File: src/rtl/pip_skid_reg.sv
// Generic pipeline stage register: valid/ready handshake with a 2-entry skid
// buffer, synchronous flush-to-bubble and a saturating squashed-entry counter.
module pip_skid_reg #(
    parameter int unsigned             DATA_WIDTH  = 96,
    parameter int unsigned             CTRL_WIDTH  = 12,
    parameter logic [CTRL_WIDTH-1:0]   CTRL_BUBBLE = '0,
    parameter int unsigned             CNT_WIDTH   = 8
) (
    input  logic                  clk_i,
    input  logic                  rst_i,
    input  logic                  flush_i,
    input  logic                  up_valid_i,
    output logic                  up_ready_o,
    input  logic [CTRL_WIDTH-1:0] up_ctrl_i,
    input  logic [DATA_WIDTH-1:0] up_data_i,
    output logic                  dn_valid_o,
    input  logic                  dn_ready_i,
    output logic [CTRL_WIDTH-1:0] dn_ctrl_o,
    output logic [DATA_WIDTH-1:0] dn_data_o,
    output logic [1:0]            occupancy_o,
    output logic [CNT_WIDTH-1:0]  squashed_o
);

    // Two spare bits let occupancy (up to 2) be added without overflowing.
    localparam int unsigned           SUM_WIDTH = CNT_WIDTH + 2;
    localparam logic [SUM_WIDTH-1:0]  CNT_MAX   = SUM_WIDTH'({CNT_WIDTH{1'b1}});

    // Encoding equals the number of held entries.
    typedef enum logic [1:0] {
        ST_EMPTY = 2'd0,
        ST_ONE   = 2'd1,
        ST_TWO   = 2'd2
    } state_t;

    state_t                 state_q,     state_d;
    logic [CTRL_WIDTH-1:0]  main_ctrl_q, main_ctrl_d;
    logic [DATA_WIDTH-1:0]  main_data_q, main_data_d;
    logic [CTRL_WIDTH-1:0]  skid_ctrl_q, skid_ctrl_d;
    logic [DATA_WIDTH-1:0]  skid_data_q, skid_data_d;
    logic [CNT_WIDTH-1:0]   squashed_q,  squashed_d;

    logic                   up_xfer;
    logic                   dn_xfer;
    logic [SUM_WIDTH-1:0]   squash_add;
    logic [SUM_WIDTH-1:0]   squash_sum;

    // Outputs decode straight from registered state; ready never sees dn_ready_i.
    assign dn_valid_o  = (state_q != ST_EMPTY);
    assign up_ready_o  = (state_q != ST_TWO);
    assign occupancy_o = 2'(state_q);
    assign dn_ctrl_o   = main_ctrl_q;
    assign dn_data_o   = main_data_q;
    assign squashed_o  = squashed_q;

    assign up_xfer = up_valid_i & up_ready_o;
    assign dn_xfer = dn_valid_o & dn_ready_i;

    // Entries lost to a flush: everything held, minus what leaves, plus what arrives.
    assign squash_add = SUM_WIDTH'(occupancy_o) - SUM_WIDTH'(dn_xfer) + SUM_WIDTH'(up_xfer);
    assign squash_sum = SUM_WIDTH'(squashed_q) + squash_add;

    // Next-state and datapath steering; flush has priority over handshakes.
    always_comb begin
        state_d     = state_q;
        main_ctrl_d = main_ctrl_q;
        main_data_d = main_data_q;
        skid_ctrl_d = skid_ctrl_q;
        skid_data_d = skid_data_q;
        squashed_d  = squashed_q;

        if (flush_i) begin
            state_d     = ST_EMPTY;
            main_ctrl_d = CTRL_BUBBLE;
            main_data_d = '0;
            squashed_d  = (squash_sum > CNT_MAX) ? CNT_MAX[CNT_WIDTH-1:0]
                                                 : squash_sum[CNT_WIDTH-1:0];
        end else begin
            unique case (state_q)
                ST_EMPTY: begin
                    if (up_xfer) begin
                        state_d     = ST_ONE;
                        main_ctrl_d = up_ctrl_i;
                        main_data_d = up_data_i;
                    end
                end
                ST_ONE: begin
                    if (up_xfer && dn_xfer) begin
                        main_ctrl_d = up_ctrl_i;
                        main_data_d = up_data_i;
                    end else if (up_xfer) begin
                        state_d     = ST_TWO;
                        skid_ctrl_d = up_ctrl_i;
                        skid_data_d = up_data_i;
                    end else if (dn_xfer) begin
                        state_d     = ST_EMPTY;
                        main_ctrl_d = CTRL_BUBBLE;
                        main_data_d = '0;
                    end
                end
                ST_TWO: begin
                    if (dn_xfer) begin
                        state_d     = ST_ONE;
                        main_ctrl_d = skid_ctrl_q;
                        main_data_d = skid_data_q;
                    end
                end
                default: begin
                    state_d     = ST_EMPTY;
                    main_ctrl_d = CTRL_BUBBLE;
                    main_data_d = '0;
                end
            endcase
        end
    end

    // State and storage registers with synchronous reset.
    always_ff @(posedge clk_i) begin
        if (rst_i) begin
            state_q     <= ST_EMPTY;
            main_ctrl_q <= CTRL_BUBBLE;
            main_data_q <= '0;
            skid_ctrl_q <= CTRL_BUBBLE;
            skid_data_q <= '0;
            squashed_q  <= '0;
        end else begin
            state_q     <= state_d;
            main_ctrl_q <= main_ctrl_d;
            main_data_q <= main_data_d;
            skid_ctrl_q <= skid_ctrl_d;
            skid_data_q <= skid_data_d;
            squashed_q  <= squashed_d;
        end
    end

endmodule

File: config.mk
export PLATFORM = sky130hd
export DESIGN_NAME = pip_skid_reg
export DESIGN_NICKNAME = d
export VERILOG_FILES = /design/src/rtl/pip_skid_reg.sv
export SDC_FILE = /design/constraint.sdc
export NUM_CORES = 1
export LEC_CHECK = 0
export ABC_AREA = 1
export CORE_MARGIN = 8
export CORE_UTILIZATION = 46
export CTS_BUF_LIST = sky130_fd_sc_hd__clkbuf_2 sky130_fd_sc_hd__clkbuf_4 sky130_fd_sc_hd__clkbuf_8
export DETAILED_ROUTE_END_ITERATION = 10
export PLACE_DENSITY_LB_ADDON = 0.25
export REMOVE_ABC_BUFFERS = 1
export SYNTH_ARGS = -nofsm -noshare
export SYNTH_HDL_FRONTEND = slang
export SYNTH_SLANG_ARGS = --single-unit
export TNS_END_PERCENT = 20
File: constraint.sdc
create_clock -name clk_i -period 2.62 [get_ports clk_i]
set_input_delay 0.655 -clock clk_i [delete_from_list [all_inputs] [get_ports clk_i]]
set_output_delay 0.655 -clock clk_i [all_outputs]
set_load 0.005 [all_outputs]
**Signal wires on met1**

The bar under the picture is 50 um long. Supply wires on this layer in grey.
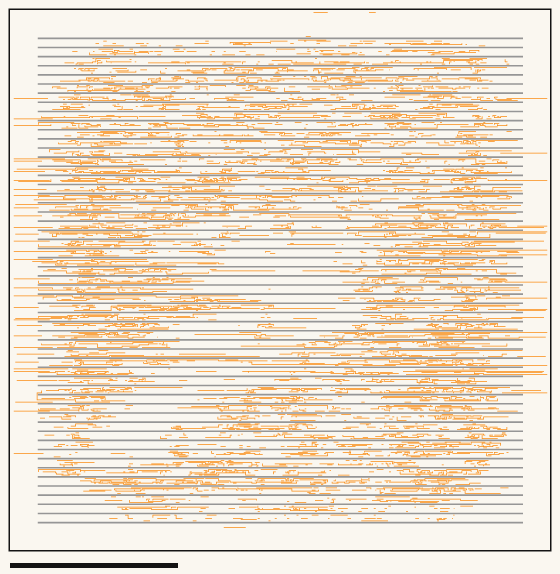
1587 nets have wire on it. The wires run mostly horizontal. The longest straight run is 53.4 um. The layer holds 44% of the routed length.
M1 GR Usage: 26.0%
via count: 9696
drt total wl: 28.5 mm

**M2 wires**

The bar under the picture is 50 um long.
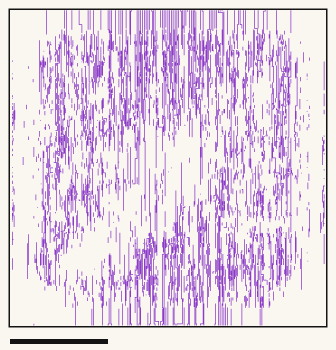
The longest straight run is 39.6 um. The layer holds 47% of the routed length.
routing usage on met2: 36.4%

==> results_dict.tcl <==
# flow metrics
set metrics [dict create \
    outcome "finished, final reports clean" \
    nonClockBufferCount 283 \
    rsz0062_at_grt "true" \
    power_frac_seq_pct 44.6 \
    p_comb_share_pct 13.6 \
    grt-ovfl-total 0 \
    crit_arrival_ps 2900 \
    grt_max_degree 92 \
    hold_class "flip-flop to flip-flop" \
    leakage_nw 5.27 \
    dr.pass1.iters 5 \
    netlist_instances 1366 \
    edf_count 0 \
    dp.final_hpwl_mm 18.3 \
    die_y_um 161 \
    die_area_sq_um 25800 \
    nWellTaps 275 \
    swShare_pct 24.8 \
    netlist_area_sq_um 9640 \
    netlist.top_cell.by_area "dfxtp_1" \
    fin_nets 1712 \
    regToRegEndpoint "squashed_o[7]$_SDFFE_PP0P_" \
    buffer_area_share_pct 21.8 \
    hold_depth 2 \
    cts_inserted_buffers 39 \
    whs_ps 442 \
    comb_area_sq_um 4130 \
    instances_no_fill 1892 \
    postSynthSeqShare_pct 46.9 \
    numSynthFlops 226 \
    finalPower_mw 8.11 \
    antenna_cells 0 \
    worst_path_max_delay_cell "fa_2" \
    rows 53 \
    io-pin-count 233 \
    worst_slew_pin_slew_ps 634 \
    worst_setup_path_end_kind "flip-flop" \
    flops 226 \
    clockPowerShare_pct 41.8 \
    preCtsSetupSlack_ps -612 \
    vias_per_cell 5.12 \
    cp_top_family "adder cells" \
    whs_endpoint "skid_data_q[4]$_SDFFE_PP0P_" \
    synth.most_common_cell "nand2_1" \
    cp-endpoint "squashed_o[7]$_SDFFE_PP0P_" \
    wl_per_cell_um 15.0 \
    p_clk_mw 3.39 \
    cp_num_cells 17 \
    cts_resized 6 \
    track_usage_pct 21.3 \
    reg2reg_from "occupancy_o[0]$_SDFFE_PP0P_" \
    tns_ps 0 \
    rrSetupSlack_ps 130 \
    setup_viol 0 \
    final_area_sq_um 13300 \
    area_leaders "dfxtp_1 (47%), nand2_1 (15%), a21oi_1 (12%)" \
    comb_area_share_pct 31.0 \
    cts_hold_buffers 0 \
    largest_class "flip-flops and latches" \
    top_area_share_pct 46.9 \
    clk_pin_slew_ps 60 \
    cts_tree "yes" \
    yosys_cells 1366 \
    placed_area_sq_um 12400 \
    cp_max_fo 8 \
    gp_congestion 0.821 \
    fin_ws_ps 131 \
    seq_area_share_pct 34.0 \
    max_stage_delay_ps 370 \
    fillerInstances 1888 \
    cts.repair_timing.setup_buffer_count 0 \
    maxSlewHeadroom_pct 57.7 \
    crit_path_start "occupancy_o[0]$_SDFFE_PP0P_" \
    grt_pass1_vias 9335 \
    synthFlopType "dfxtp_1" \
    power_density_nw_per_um2 610 \
    drc_errors 0 \
    pg_seq_mw 3.62 \
    fp_util_pct 46.3 \
    die_w_um 161 \
    power.largest_group "sequential cells" \
    insertion_delay_ps 520 \
    clockRootBuffer "clkbuf_8" \
    hold_start "skid_data_q[4]$_SDFFE_PP0P_" \
    fmax_mhz 402 \
    cts_buffer_depth 3 \
    synth.avg_cell_area_sq_um 7.06 \
    drive_gt1_share_pct 8.78 \
    yosysWarnings 0 \
    drtIter0Drc 528 \
    period_used_pct 95.0 \
    power_switching_mw 2.01 \
    fin_skew_ps 11.6 \
    comb_cells 893 \
    intPower_mw 6.10 \
    vdd_ir_drop_max_mv 0.318 \
    antenna_found_initial 1 \
    grt_pass1_wl_mm 46.4 \
    nClkBuffers 61 \
    cp_common_cell "inv_2" \
    io_buffers 232 \
    clk_share_pct 6.23 \
    cp.required_ps 3030 \
    clkSinkCount 226 \
    htreeDepth 2 \
    area_delta_synth_final_pct 38.0 \
    pg_comb_mw 1.10 \
    hold_viol 0 \
    ant_nets 0 \
    inverters 150 \
    final_util_pct 63.9 \
    warnings 28 \
    placedCellCount 1825 \
    crit_chain "inv_2, buf_4, ha_1, inv_2, fa_2, inv_1, fa_2, inv_2, nand3_2, o21bai_1, nand2_1, nand3_1, nand2_2, clkinv_4, nand2_1, nor2_1, nor2_1" \
    crit_buf_inv 6 \
    ys_area_sq_um 9640 \
    startpoint_type "flip-flop" \
    period_minus_slack_ps 2490 \
    synth_cell_types 27 \
    crit_type "flip-flop to flip-flop" \
    r2r_cells 17 \
    core-area_sq_um 20800 \
    common_cells "nand2_1 (386), a21oi_1 (228), dfxtp_1 (226)" \
    final-seq-area_sq_um 4530 \
    async_flop_share_pct 0 \
    max_cap_viol_count 0 \
    drv_slew 0 \
]
**Metal 3**

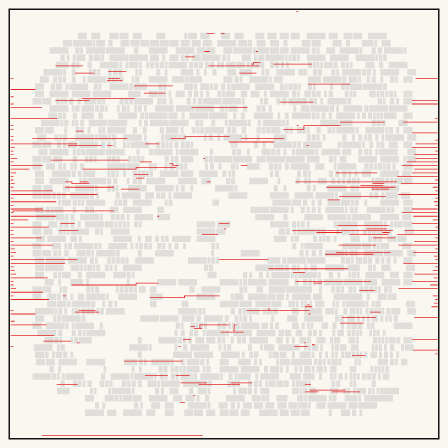
The wires run mostly horizontal. The layer holds 6.9% of the routed length. 176 nets have wire on it. The layer carries 1970 um of wire. The longest straight run is 60.0 um.
met3 Use GR: 4.81%

cell families after synthesis:
logic type,synth area share [%]
compound gates,23.6
fa+ha+maj,0.935
xor+xnor,0.0909
buf+inv,10.9
flops,46.9
simple gates,17.6
layout by cell type (no fill, tap or decap), types with 4 or more instances in the layout:
cell / instances
o21ai_0: 216
nand2_4: 5
dfxtp_1: 225
nor2_1: 17
a21oi_1: 227
clkbuf_4: 14
ha_1: 4
buf_12: 14
o21ai_1: 4
inv_2: 6
inv_1: 142
buf_4: 36
clkdlybuf4s50_1: 230
nand2_1: 383
clkbuf_8: 47
nand3_1: 19
metal layers:
metal,wire (um),global-route usage [%],vias up
li1,-,-,4834
met1,12500,26.0,4485
met2,13300,36.4,325
met3,1970,4.81,50
met4,654,7.15,2
met5,9,0,-
